**src/rtl/id_gen.sv**
```systemverilog
// Identifier generator: emits <letters>+<digits>+<terminator> as a registered byte stream.
// Latency: first char valid one cycle after an accepted start; one char per transfer after that.
// Backpressure: ready=0 while valid=1 freezes char, valid, state and all counters.
//
// Ports:
//   clk        posedge clock for all logic
//   reset      synchronous, active-high; has priority over start
//   start      request a new identifier; only sampled while idle
//   alpha_len  letter count, latched on an accepted start (must be nonzero)
//   digit_len  digit count, latched on an accepted start (must be nonzero)
//   upper      1: letters start at "A", 0: letters start at "a"; latched on start
//   ready      sink accepts char this cycle when valid=1
//   char       current ASCII byte (registered)
//   valid      char is meaningful
//   busy       generator is not idle
//   done       one-cycle pulse after the terminator has been accepted
//   err        one-cycle pulse when start arrives with a zero length field
module id_gen #(
  parameter int         CNT_W     = 5,
  parameter logic [7:0] TERM_CHAR = 8'h20
) (
  input  logic             clk,
  input  logic             reset,
  input  logic             start,
  input  logic [CNT_W-1:0] alpha_len,
  input  logic [CNT_W-1:0] digit_len,
  input  logic             upper,
  input  logic             ready,
  output logic [7:0]       char,
  output logic             valid,
  output logic             busy,
  output logic             done,
  output logic             err
);

  typedef enum logic [1:0] {
    IDLE  = 2'd0,
    ALPHA = 2'd1,
    DIGIT = 2'd2,
    TERM  = 2'd3
  } state_t;

  localparam logic [7:0] LOWER_A = 8'h61;
  localparam logic [7:0] UPPER_A = 8'h41;
  localparam logic [7:0] ZERO_CH = 8'h30;

  state_t           state_q, state_d;
  logic [7:0]       char_q, char_d;
  logic             valid_q, valid_d;
  logic             done_q, done_d;
  logic             err_q, err_d;
  logic [CNT_W-1:0] alpha_len_q, alpha_len_d;
  logic [CNT_W-1:0] digit_len_q, digit_len_d;
  logic             upper_q, upper_d;
  // Position within the current run (letters or digits); compared against the latched length.
  logic [CNT_W-1:0] cnt_q, cnt_d;
  // Wrapping offsets into the alphabet (0..25) and digit set (0..9), kept separately
  // from cnt so no modulo hardware is needed.
  logic [4:0]       lidx_q, lidx_d;
  logic [3:0]       didx_q, didx_d;

  logic             xfer;
  logic [4:0]       lidx_nxt;
  logic [3:0]       didx_nxt;
  logic [7:0]       letter_base;

  assign xfer        = valid_q & ready;
  assign lidx_nxt    = (lidx_q == 5'd25) ? 5'd0 : lidx_q + 5'd1;
  assign didx_nxt    = (didx_q == 4'd9) ? 4'd0 : didx_q + 4'd1;
  assign letter_base = upper_q ? UPPER_A : LOWER_A;

  always_comb begin
    state_d     = state_q;
    char_d      = char_q;
    valid_d     = valid_q;
    done_d      = 1'b0;
    err_d       = 1'b0;
    alpha_len_d = alpha_len_q;
    digit_len_d = digit_len_q;
    upper_d     = upper_q;
    cnt_d       = cnt_q;
    lidx_d      = lidx_q;
    didx_d      = didx_q;

    case (state_q)
      IDLE: begin
        if (start) begin
          if ((alpha_len != '0) && (digit_len != '0)) begin
            state_d     = ALPHA;
            alpha_len_d = alpha_len;
            digit_len_d = digit_len;
            upper_d     = upper;
            cnt_d       = '0;
            lidx_d      = 5'd0;
            didx_d      = 4'd0;
            // First letter is presented straight away; the input upper is used because
            // upper_q only picks up the new value at this edge.
            char_d      = upper ? UPPER_A : LOWER_A;
            valid_d     = 1'b1;
          end else begin
            err_d = 1'b1;
          end
        end
      end

      ALPHA: begin
        if (xfer) begin
          if (cnt_q == alpha_len_q - CNT_W'(1)) begin
            state_d = DIGIT;
            cnt_d   = '0;
            didx_d  = 4'd0;
            char_d  = ZERO_CH;
          end else begin
            cnt_d  = cnt_q + CNT_W'(1);
            lidx_d = lidx_nxt;
            char_d = letter_base + {3'b000, lidx_nxt};
          end
        end
      end

      DIGIT: begin
        if (xfer) begin
          if (cnt_q == digit_len_q - CNT_W'(1)) begin
            state_d = TERM;
            cnt_d   = '0;
            char_d  = TERM_CHAR;
          end else begin
            cnt_d  = cnt_q + CNT_W'(1);
            didx_d = didx_nxt;
            char_d = ZERO_CH + {4'b0000, didx_nxt};
          end
        end
      end

      TERM: begin
        if (xfer) begin
          state_d = IDLE;
          valid_d = 1'b0;
          char_d  = 8'h00;
          cnt_d   = '0;
          lidx_d  = 5'd0;
          didx_d  = 4'd0;
          done_d  = 1'b1;
        end
      end

      default: begin
        state_d = IDLE;
        valid_d = 1'b0;
        char_d  = 8'h00;
      end
    endcase
  end

  always_ff @(posedge clk) begin
    if (reset) begin
      state_q     <= IDLE;
      char_q      <= 8'h00;
      valid_q     <= 1'b0;
      done_q      <= 1'b0;
      err_q       <= 1'b0;
      alpha_len_q <= '0;
      digit_len_q <= '0;
      upper_q     <= 1'b0;
      cnt_q       <= '0;
      lidx_q      <= 5'd0;
      didx_q      <= 4'd0;
    end else begin
      state_q     <= state_d;
      char_q      <= char_d;
      valid_q     <= valid_d;
      done_q      <= done_d;
      err_q       <= err_d;
      alpha_len_q <= alpha_len_d;
      digit_len_q <= digit_len_d;
      upper_q     <= upper_d;
      cnt_q       <= cnt_d;
      lidx_q      <= lidx_d;
      didx_q      <= didx_d;
    end
  end

  assign char  = char_q;
  assign valid = valid_q;
  assign busy  = (state_q != IDLE);
  assign done  = done_q;
  assign err   = err_q;

endmodule

```
**config.mk**
```make
export PLATFORM = sky130hd
export DESIGN_NAME = id_gen
export DESIGN_NICKNAME = d
export VERILOG_FILES = /design/src/rtl/id_gen.sv
export SDC_FILE = /design/constraint.sdc
export NUM_CORES = 1
export LEC_CHECK = 0
export ABC_AREA = 1
export CAP_MARGIN = 20
export CORE_MARGIN = 5
export CORE_UTILIZATION = 56
export DETAILED_ROUTE_END_ITERATION = 8
export MAX_ROUTING_LAYER = met4
export PLACE_DENSITY = 0.77
export SLEW_MARGIN = 20
export SYNTH_ARGS = -nofsm -noshare
export SYNTH_HDL_FRONTEND = slang
export SYNTH_SLANG_ARGS = --single-unit
```
**constraint.sdc**
```tcl
create_clock -name clk -period 2.3 [get_ports clk]
set_input_delay 0.23 -clock clk [delete_from_list [all_inputs] [get_ports clk]]
set_output_delay 0.23 -clock clk [all_outputs]
set_load 0.005 [all_outputs]
```
Run 1, I/O nets highlighted:
Drawn at 4 px/um.
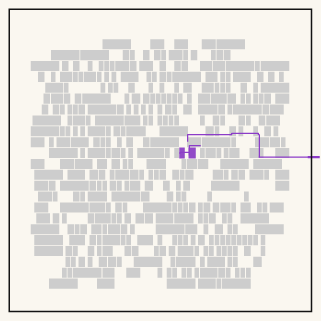
legend:
  purple:
    port: `start`
    direction: input
    edge: right
    end_cells: 2
    buffers: 1
    wire: 46.4 um
I/O Pins: 27
# port buffers: 26

Run 1, signal wires by layer:
Drawn at 4 px/um. Two of the layers only.
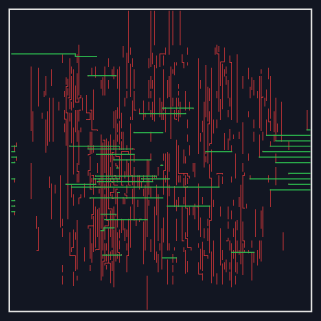
legend:
  red:
    layer: M2
    wire_length: 2,180 um
  green:
    layer: M3
    wire_length: 356 um

Run 1, cell outlines without signal wires:
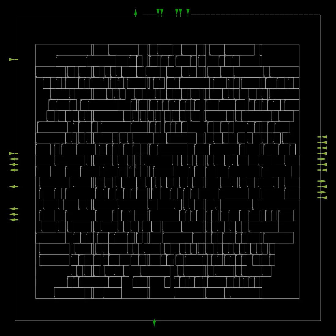
post-layout util: 0.694
Final Non-Filler Cells: 443
Seq Cell Count: 38
# rows: 23

==> run 1: layer usage <==
metal  global-route usage  vias up  share of wire
li1                     -     1206              -
met1                0.294      978           0.51
met4               0.0680        0          0.013
met3               0.0441        9          0.066
met2                0.301       69           0.41
met5                    -        -              0
==> run 1: placed cells by master, fill, tap and decap left out, drive strengths merged, types with 2 or more instances in the layout <==
master         instances
o21ai                 19
inv                   46
buf                    7
ha                    14
nand3b                 2
a31oi                  3
dfxtp                 38
clkinv                 2
nand3                 27
clkdlybuf4s50         26
clkbuf                 7
nor2                  50
xnor2                  4
xor2                   7
nor3                   9
nand4                  6
or2                    2
a21oi                 19
nand2                 99
==> run 1: tightest hold or removal path, cell delays in order, from the launching register on <==
cell and delay (ns):
dfxtp_1 0.31, nand2_1 0.06, a21oi_1 0.06
==> run 1: path summary, 6_finish.rpt <==
| path | end | slack (ns) | depth (start not counted) |
|---|---|---|---|
| max | char[7]$_SDFFE_PP0P_ | 0.38 | 9 |
| min | char[3]$_SDFFE_PP0P_ | 0.47 | 2 |
| max reg2reg | char[7]$_SDFFE_PP0P_ | 0.38 | 9 |
| min reg2reg | char[3]$_SDFFE_PP0P_ | 0.47 | 2 |
==> run 1: stage by stage <==
| step | cell area [um^2] | total power [uW] | hold WS (ns) | instances |
|---|---|---|---|---|
| after floorplan | 2380 | 2590 | 0.365 | 359 |
| after global placement | 2730 | 3090 | 0.459 | 435 |
| after detailed placement | 2730 | 3120 | 0.461 | 435 |
| after CTS | 2820 | 3620 | 0.474 | 443 |
| after global routing | 2820 | 3960 | 0.494 | 443 |
| final | 2820 | 3610 | 0.474 | 443 |
==> run 1: cell type report <==
type                            instances  share of cell area
Inverter                               47              0.0626
Tap cell                               50              0.0222
Clock buffer                            7              0.0306
Multi-Input combinational cell        267               0.502
Sequential cell                        38               0.270
Clock inverter                          1             0.00178
Timing Repair Buffer                   33               0.111
==> run 1: flip-flops by register name (all words and copies together), names as in the netlist <==
name and flops:
cnt_q 5, didx_q 4, valid 1, digit_len_q 5
err 1, state_q 2, lidx_q 5, done 1
upper_q 1, alpha_len_q 5, char 8
==> run 1: logic make-up (layout without fill, tap and decap cells) <==
family	count (synthesis)	in the layout	synth area share
and+or+nand+nor	197	197	0.374
buffers and inverters	54	88	0.0867
AOI/OAI and AO/OA	45	45	0.106
DFF	38	38	0.319
adders and majority gates	14	14	0.0736
xor gates and xnor gates	11	11	0.0405
==> run 1: report_power, final <==
group | total [uW] | leakage (uW) | switching, uW | internal [uW]
combinational | 2080 | 0.000968 | 1270 | 818
clock | 479 | 0.0000482 | 237 | 242
sequential | 1050 | 0.000312 | 194 | 854
==> results.json, run 1 <==
{
  "status": "complete, no violations",
  "chip_area_um2": 5660,
  "regToRegStartpoint": "state_q[0]$_SDFFE_PP0P_",
  "synth_seq_share": 0.319,
  "hold_buffers": 0,
  "cts_max_level": 2,
  "grt_setup_unrepaired": "no",
  "vias_per_cell": 5.11,
  "ys_warn_count": 0,
  "tightestPinTransition_ns": 0.539,
  "first_pass_iters": 4,
  "wl_um": 5370,
  "tool_warnings": 32,
  "pre_cts_slack_ns": 0.423,
  "drive_gt1_frac": 0.0891,
  "cts_setup_buffers": 0,
  "relSlewSlack": 0.641,
  "synth_async_sr_flop_share": 0,
  "criticalPathCategory": "flip-flop to flip-flop",
  "grt_overflow": 0,
  "cp_data_required_time_ns": 2.53,
  "clk_latency_ns": 0.29,
  "syn_avg_cell_area_um2": 6.63,
  "die_h_um": 75.2,
  "cts_tree": "yes"
}
Run 1, ports around the boundary:
Drawn at 6 px/um. Pins as bars across the die edge, other pins in gray.
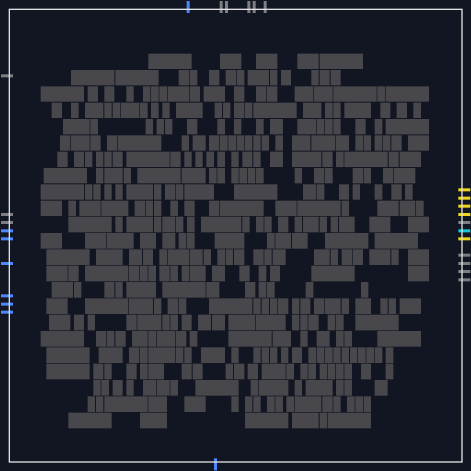

--- run 2 (diff from run 1) ---
--- a/config.mk
+++ b/config.mk
@@ -8,10 +8,10 @@
 export ABC_AREA = 1
 export CAP_MARGIN = 20
 export CORE_MARGIN = 5
-export CORE_UTILIZATION = 56
+export CORE_UTILIZATION = 51
 export DETAILED_ROUTE_END_ITERATION = 8
 export MAX_ROUTING_LAYER = met4
-export PLACE_DENSITY = 0.77
+export PLACE_DENSITY = 0.73
 export SLEW_MARGIN = 20
 export SYNTH_ARGS = -nofsm -noshare
 export SYNTH_HDL_FRONTEND = slang
==> constraint.sdc (replaced) <==
create_clock -name clk -period 1.6 [get_ports clk]
set_input_delay 0.16 -clock clk [delete_from_list [all_inputs] [get_ports clk]]
set_output_delay 0.16 -clock clk [all_outputs]
set_load 0.005 [all_outputs]
Run 2, ports around the boundary:
Drawn at 6 px/um. Pins as bars across the die edge, other pins in gray.
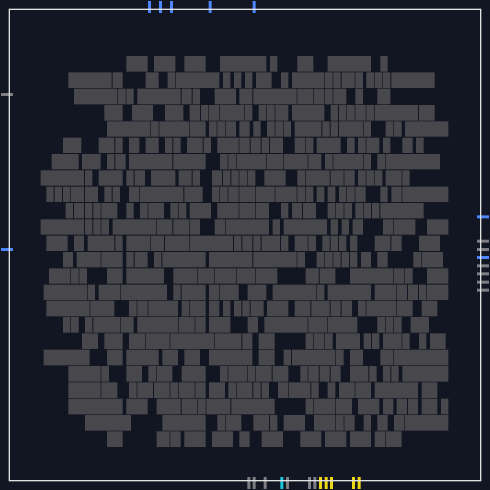
legend:
  cyan:
    port: `start`
    pins: 1
    direction: input
    edge: bottom
  blue:
    port: `char`
    pins: 8
    direction: output
    edge: 5 top, 2 right, 1 left
  yellow:
    port: `digit_len`
    pins: 5
    direction: input
    edge: bottom
Die Y: 78.3 um
DIE WIDTH: 78.3 um

==> results.json, run 2 <==
{
  "end_kind": "flip-flop",
  "post-route-util": 0.772,
  "synth_seq_share": 0.319,
  "synth_async_sr_flop_share": 0,
  "min_delay_worst_endpoint": "char[7]$_SDFFE_PP0P_",
  "min_path_cells": 2,
  "cts_tree": "yes",
  "clk_latency_ns": 0.30,
  "grt_setup_unrepaired": "yes",
  "stdcell_count": 490,
  "tool_warnings": 35,
  "portBuffers": 26,
  "chip_area_um2": 6130,
  "clock_path_buffers": 2,
  "yosys.area.top_type": "dfxtp_1",
  "arrival_ns": 1.96,
  "worst_slack_ns": -0.126,
  "regToRegStartpoint": "alpha_len_q[0]$_SDFFE_PP0P_",
  "status": "finished, violations left",
  "pin_count": 27,
  "first_pass_iters": 5,
  "regToRegEndpoint": "char[0]$_SDFFE_PP0P_",
  "vias_per_cell": 5.31,
  "synthesis.area_um2": 2380,
  "drive_gt1_frac": 0.313,
  "dp_cells": 475,
  "worstRegToRegCells": 12,
  "relSlewSlack": 0.776,
  "lay_top_count": "nand2_1",
  "lay_top_cells": "nand2_1 (85), buf_4 (47), nor2_1 (35)",
  "violations": "setup timing",
  "final.fill_count": 323,
  "tightestPinTransition_ns": 0.332,
  "hold_class": "flip-flop to flip-flop",
  "setup_violations": 20,
  "largest_reg_flops": 8,
  "finClkSkew_ns": 0.00227,
  "hold_buffers": 0,
  "grt_overflow": 0,
  "route.detailed.wl_per_inst_um": 13.4,
  "area_leaders": "dfxtp_1 (32%), nand2_1 (15%), ha_1 (7.4%)",
  "rrSetupSlack_ns": -0.13,
  "syn_avg_cell_area_um2": 6.63,
  "ys_warn_count": 0,
  "cts_max_level": 2,
  "cp_data_required_time_ns": 1.83
}
Run 2, signal wires on met2:
Drawn at 6 px/um.
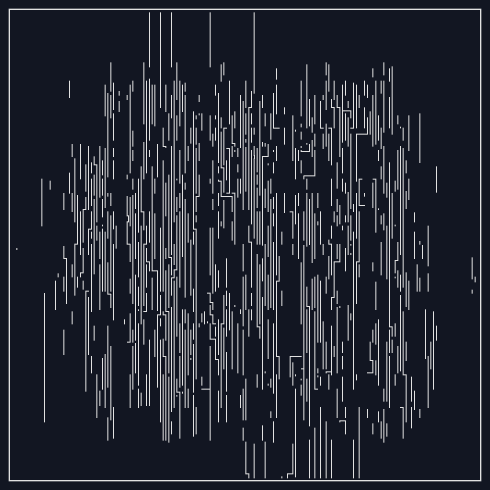
longest straight run: 29.1 um
share of all routed wire: 49%
main direction: vertical
met2 Resource Use GR: 0.366
WL final: 6570 um
Via Count: 2,600

run 2: cell counts after synthesis:
No cell type changed its count.
run 2: critical path, stage by stage (launching register included):
cell and delay [ns]:
dfxtp_2 0.34, inv_2 0.05, ha_4 0.26, nand2_1 0.05, nand2_1 0.07, nor2_1 0.04, nand2_1 0.06, nor2_2 0.05
nand2_4 0.09, nand2_8 0.09, buf_4 0.15, or2_4 0.24, a31oi_4 0.16
run 2: routing by layer:
layer	global-route usage	share of wire	wire [um]	vias up
li1	-	-	-	1305
met1	0.264	0.42	2780	1177
met2	0.366	0.49	3200	104
met3	0.0549	0.068	446	14
met4	0.0804	0.022	144	0
met5	-	0	0	-
run 2: final cells by class:
cell class,count,area (um^2),area share
Clock buffer,7,86.3,0.0252
Clock inverter,1,5.00,0.00146
Inverter,47,184,0.0536
Multi-Input combinational cell,267,1660,0.484
Sequential cell,38,767,0.224
Tap cell,52,65.1,0.0190
Timing Repair Buffer,78,664,0.194
run 2: how the worst max path moves through the flow:
| stage | startpoint | to | slack, ns | depth (start not counted) |
|---|---|---|---|---|
| finish | alpha_len_q[0]$_SDFFE_PP0P_ | char[0]$_SDFFE_PP0P_ | -0.13 | 12 |
| global route | alpha_len_q[0]$_SDFFE_PP0P_ | lidx_q[4]$_SDFFE_PP0P_ | -0.28 | 15 |
| CTS | alpha_len_q[0]$_SDFFE_PP0P_ | didx_q[2]$_SDFFE_PP0P_ | -0.09 | 15 |
| detailed placement | alpha_len[1] | cnt_q[4]$_SDFFE_PP0P_ | -0.19 | 10 |
| global placement | alpha_len[1] | cnt_q[4]$_SDFFE_PP0P_ | -0.11 | 10 |
| floorplan | alpha_len_q[1]$_SDFFE_PP0P_ | didx_q[2]$_SDFFE_PP0P_ | -0.04 | 15 |
run 2: cells by family (layout without fill, tap and decap cells):
| kind of cell | Yosys count | in the layout | synth area share |
|---|---|---|---|
| AOI/OAI and AO/OA | 45 | 45 | 0.106 |
| xor gates and xnor gates | 11 | 11 | 0.0405 |
| adders and majority gates | 14 | 14 | 0.0736 |
| buffers and inverters | 54 | 133 | 0.0867 |
| DFF | 38 | 38 | 0.319 |
| and+or+nand+nor | 197 | 197 | 0.374 |
run 2: where the power goes:
part           internal (uW)  switching (uW)  total, uW  leakage (uW)
Combinational           1980            2500       4480       0.00121
Clock                    348             370        718     0.0000482
Sequential              1240             258       1500      0.000314
run 2: metrics by stage:
stage               total power [uW]  hold slack, ns  TNS (ns)  instance area (um^2)
floorplan                       3750           0.295   -0.0640                  2410
global placement                5020           0.454     -1.74                  3040
detailed placement              5080           0.452     -2.74                  3040
CTS                             6140           0.465     -1.18                  3270
global route                    7240           0.487     -4.76                  3430
finish                          6690           0.463     -1.57                  3430
run 2: what timing repair did:
item,4_1_cts,5_1_grt
setup endpoints to repair,25,33
setup buffers,2,5
pin swaps,18,11
resized,31,43
Run 2, I/O nets highlighted:
Drawn at 4 px/um.
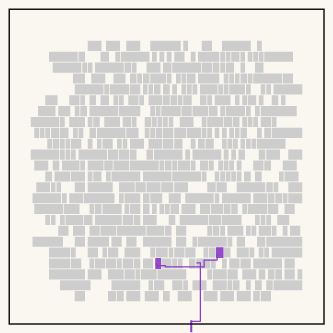

--- run 3 (diff from run 2) ---
--- a/config.mk
+++ b/config.mk
@@ -5,7 +5,6 @@
 export SDC_FILE = /design/constraint.sdc
 export NUM_CORES = 1
 export LEC_CHECK = 0
-export ABC_AREA = 1
 export CAP_MARGIN = 20
 export CORE_MARGIN = 5
 export CORE_UTILIZATION = 51
Run 3, I/O nets highlighted:
Drawn at 4 px/um.
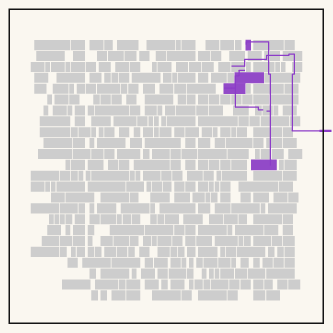
legend:
  purple:
    port: `start`
    direction: input
    edge: right
    end_cells: 4
    buffers: 2
    wire: 106 um

==> results.json, run 3 <==
{
  "chip_area_um2": 6110,
  "arrival_ns": 2.36,
  "grt_overflow": 0,
  "pin_count": 27,
  "setup_violations": 24,
  "clk_latency_ns": 0.29,
  "yosys.area.top_type": "dfxtp_1",
  "lay_top_count": "buf_4",
  "hold_class": "primary input to flip-flop",
  "portBuffers": 26,
  "rows": 24,
  "clock_path_buffers": 2,
  "mi_logic_area_um2": 1810,
  "hold_buffers": 0,
  "route.detailed.wl_per_inst_um": 18.2,
  "cts_max_level": 2,
  "worstPathCellList": "inv_2, ha_4, xor2_1, o211ai_1, a211o_2, a221oi_4, buf_4, nand2_2, o21ai_1",
  "final.fill_count": 239,
  "stdcell_count": 436,
  "cp.depth": 9,
  "end_kind": "flip-flop",
  "finClkSkew_ns": 0.0125,
  "status": "finished, violations left",
  "first_pass_iters": 4,
  "worst_slack_ns": -0.530,
  "crit_buf_inv": 2,
  "tightestPinTransition_ns": 0.385,
  "seq_area_um2": 777,
  "finalSetupTns_ns": -9.97,
  "violations": "setup timing",
  "crit_slowest_cell": "a221oi_4",
  "ys_warn_count": 0,
  "die_w_um": 78.2,
  "area_leaders": "dfxtp_1 (32%), ha_1 (7.4%), mux2i_1 (6.3%)",
  "criticalPathCategory": "flip-flop to flip-flop",
  "synth_async_sr_flop_share": 0,
  "power_uw": 5480
}
Run 3, signal wires on met2:
Drawn at 6 px/um.
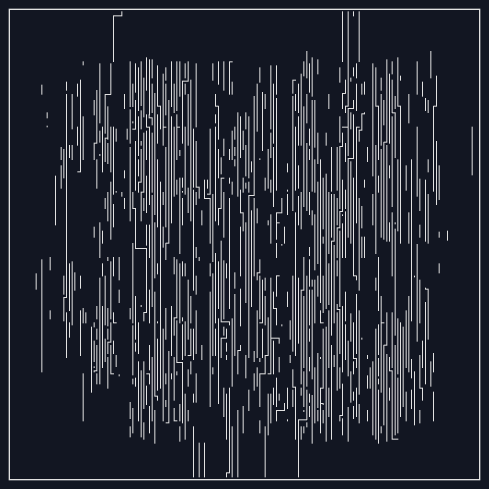
nets with wire on the layer: 368
longest straight run: 34.3 um

## run 3: cell count changes after synthesis, sizes merged, moves of 4 or more
cell / delta
a21oi: -7
a32oi: +4
inv: -34
mux2i: +15
nand2: -74
nand3: -16
nand4: -5
nor2: -19
o211ai: +4
o21ai: -5
xnor2: +5
## run 3: routing by layer
metal / vias to the layer above / share of wire / routed length (um) / global-route usage
met5: - / 0 / 0 / -
met4: 0 / 0.043 / 341 / 0.108
met3: 28 / 0.068 / 539 / 0.0606
met2: 102 / 0.48 / 3800 / 0.434
met1: 1225 / 0.41 / 3240 / 0.303
li1: 1217 / - / - / -
## run 3: cell families (layout without fill, tap and decap cells)
group           count (synthesis)  in the layout  share of synthesized area
compound gates                 63             63                      0.205
buf+inv                        25            132                     0.0465
flops                          38             38                      0.321
simple gates                  106            106                      0.230
fa+ha+maj                      14             14                     0.0740
mux                            15             15                     0.0634
xor+xnor                       16             16                     0.0592
## run 3: timing repair
item,4_1_cts,5_1_grt
resized,55,31
gates cloned,1,0
setup buffers,16,2
pin swaps,19,13
endpoints found under the setup margin,37,36
## run 3: metrics by stage
| stage | hold WS (ns) | setup WS [ns] |
|---|---|---|
| 3_3_place_gp | 0.449 | -0.670 |
| 3_5_place_dp | 0.450 | -0.716 |
| 5_1_grt | 0.139 | -0.642 |
| 2_1_floorplan | 0.287 | -0.378 |
| 6_report | 0.132 | -0.530 |
| 4_1_cts | 0.243 | -0.471 |
## run 3: power by group
part	leakage [uW]	internal, uW	switching, uW
clock	0.0000482	348	337
sequential	0.000313	1110	131
combinational	0.00120	1830	1720
total	0.00156	3290	2180
## run 3: worst paths after layout
check | slack [ns] | endpoint | from
setup reg to reg | -0.53 | didx_q[3]$_SDFFE_PP0P_ | alpha_len_q[1]$_SDFFE_PP0P_
hold reg to reg | 0.47 | char[5]$_SDFFE_PP0P_ | char[5]$_SDFFE_PP0P_
hold / removal | 0.13 | alpha_len_q[1]$_SDFFE_PP0P_ | alpha_len[1]
setup / recovery | -0.53 | didx_q[3]$_SDFFE_PP0P_ | alpha_len_q[1]$_SDFFE_PP0P_
## run 3: cell type report
class,instances,area share
clock buffer,7,0.0230
clock inverter,1,0.00133
inverter,12,0.0127
multi-input combinational,214,0.481
sequential,38,0.207
tap,52,0.0173
timing repair buffer,112,0.258
## run 3: worst register-to-register path, stage by stage, from the launching register on
cell	delay, ns
dfxtp_2	0.34
inv_2	0.04
ha_4	0.25
xor2_1	0.17
o211ai_1	0.14
a211o_2	0.36
a221oi_4	0.43
buf_4	0.20
nand2_2	0.05
o21ai_1	0.08
Power and IR drop assume default switching activity.
